Design fetch_unit, sky130hd; sources not shown.
==> images/power_grid.png <==
Scale bar: 50 µm. Pins as bars on the die edge.
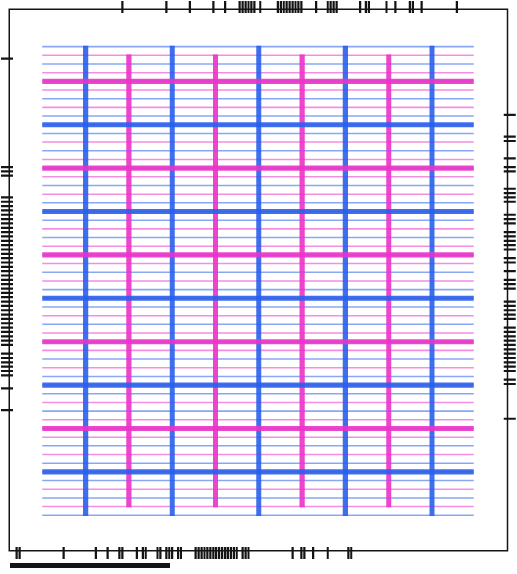
magenta -> VDD
blue -> VSS
rows = 54
signal pins = 167
met4 straps = 9
die width: 155.7 µm
CORE AREA: 19860 µm²
Die H: 169.2 µm
maximum VDD drop: 0.0004326 V

==> images/placement_by_type.png <==
Scale bar: 50 µm.
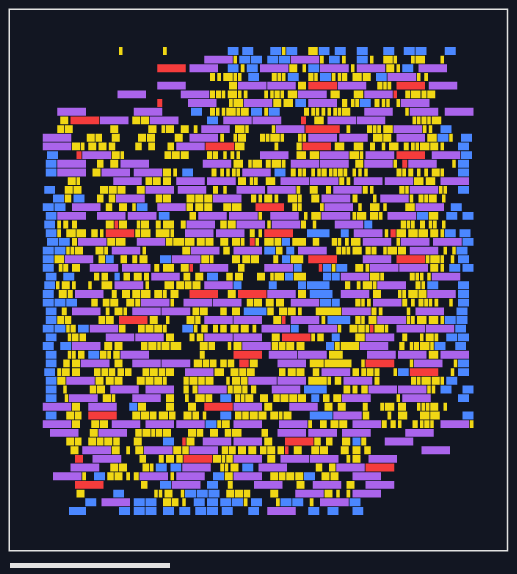
red -> clock drivers and dummy loads  # cells 42, share of their area 5.6%
yellow -> combinational and other logic  # cells 809, share of their area 37%
purple -> flops  # cells 227, share of their area 43%
blue -> other buffers and delay cells  # cells 189, share of their area 14%
sequential cell area share: 42.11%
row count: 54
design area: 13490 µm²
Post-Route Utilization: 67.91%

==> images/clk_routes.png <==
Scale bar: 50 µm.
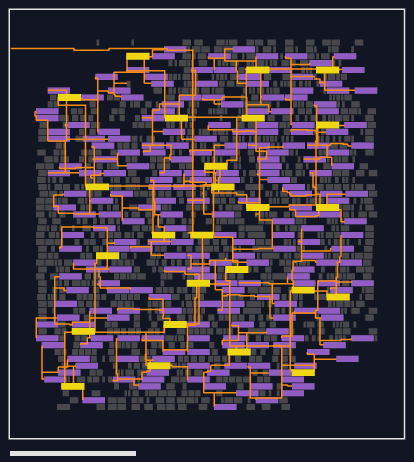
purple -> flip-flops  # count 227
orange -> clock wires  # length 2800 µm
yellow -> clock drivers  # count 25
routed clock nets = 26
flops lie = all over the die
clock group share of total power: 23.0%
worst skew pair latency: 530 ps
Setup Skew: 33.13 ps

==> images/wires.png <==
Two of the layers only.
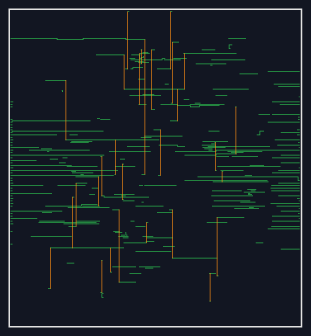
orange -> metal 4  # wire length 687 µm
green -> metal 3  # wire length 2590 µm
GRT Overall Usage: 24.62%
Total Wirelength: 31930 µm
vias: 9696
Routed WL per cell: 21.00 µm

==> flow_metrics.env <==
# source this file to load flow results
export IMPL_antenna_found_initial=1
export IMPL_wl_met1_um=13180
export IMPL_hp_class="in -> async"
export IMPL_taps=252
export IMPL_top_layer="met4"
export IMPL_buf_share_pct=14.15
export IMPL_post_route_drc_count=0
export IMPL_numCtsBuffers=25
export IMPL_startpoint_type="input port"
export IMPL_path_buffers=3
export IMPL_cts_hold_buf=0
export IMPL_syn2layout_area_growth_pct=23.39
export IMPL_top_cells_by_area="dfrtp_1, nand2_1, o31ai_1"
export IMPL_dr_pass1_iters=5
export IMPL_met2_usage_pct=38.43
export IMPL_fp_util_pct=55.04
export IMPL_top_area_cell_class="registers"
export IMPL_cts_root_buf="clkbuf_16"
export IMPL_min_period_ps=2788
export IMPL_htreeDepth=1
export IMPL_fill_cells=1548
export IMPL_dp_slack_ps=454.0
export IMPL_synthFlopType="dfrtp_1"
export IMPL_num_multi_input_gates=802
export IMPL_drive_gt1_share_pct=6.156
export IMPL_yosysMostFrequentCell="dfrtp_1"
export IMPL_postCtsSetupBuffers=0
export IMPL_grt_pass1_vias=9946
export IMPL_seqCellArea_um2=5680
export IMPL_ios=167
export IMPL_tns_ps=0
export IMPL_crit_family="buffers and inverters"
export IMPL_layout_top_cell="dfrtp_1"
export IMPL_total_power_w=0.009926
export IMPL_portBuffers=161
export IMPL_n_antenna_cell=1
export IMPL_path_clk_slew_ps=60
export IMPL_ff2ff_path_depth=6
export IMPL_warnings=30
export IMPL_relSlewSlack_pct=54.89
export IMPL_grt_use_met3_pct=4.943
export IMPL_dr_first_iter_drc_count=907
export IMPL_cts_tree="yes"
export IMPL_powerDensity_nw_per_um2=735.8
export IMPL_met3_length_um=2593
export IMPL_vias_per_cell=6.379
export IMPL_met1_usage_pct=32.12
export IMPL_final_nets=1324
export IMPL_edf_count=0
export IMPL_holdWs_ps=163.2
export IMPL_clock_buffers=25
export IMPL_gr_total_overflow=0
export IMPL_nNonClkBuffers=189
export IMPL_dr_wl_met2_um=15470
export IMPL_inv_count=7
export IMPL_final_setup_viol_count=0
export IMPL_comb_share_pct=35.76
export IMPL_cp_end_kind="flop"
export IMPL_final_cells=1520
export IMPL_async_flop_share_pct=100.0
export IMPL_synth_cell_types=43
export IMPL_ys_cells=1148
export IMPL_syn_area_per_cell_um2=9.524
export IMPL_layout_top_cells="dfrtp_1, nand2_1, clkdlybuf4s50_1, nor2_1, o31ai_1"
export IMPL_dp_hpwl_um=19680
export IMPL_drtAntennaViolNets=0
export IMPL_leakagePower_nw=6.151
export IMPL_ys_seq_share_pct=51.96
export IMPL_fin_crit_sh_pct=75.35
export IMPL_arrival_ps=3160
export IMPL_rsz0062_at_grt="no"
export IMPL_ys_flops=227
export IMPL_comb_area_um2=4825
export IMPL_final_setup_worst_slack_ps=911.9
export IMPL_worstPathCellList="clkdlybuf4s50_1 > a21bo_4 > buf_12 > nand2_4 > buf_4 > a211oi_1 > o31ai_1"
export IMPL_largest_area_cell="dfrtp_1"
export IMPL_status="complete, no violations"
export IMPL_ys_chip_area_um2=10930
export IMPL_dpl_instance_area_um2=12760
## kinds of logic after synthesis
logic type	Yosys count	share of synthesized area, %
AOI/OAI and AO/OA	369	24.07
xor gates and xnor gates	9	0.8583
adders and majority gates	3	0.3434
buffers and inverters	121	4.440
DFF	227	51.96
muxes	2	0.1831
other	1	0.03430
and+or+nand+nor	416	18.12
## where the power goes
group	total [W]	internal, W	switching, W
Sequential	0.00415	0.00350	0.000649
Combinational	0.00350	0.00170	0.00179
Clock	0.00228	0.00129	0.000991
## worst reg2reg max path, stage by stage (launching register included)
cell and delay, ps:
dfrtp_1 400, a21bo_4 200, buf_12 410, nand2_4 430, buf_4 410, a211oi_1 360, o31ai_1 110
Power figures rest on the tool's default switching activity, not on a simulated workload.
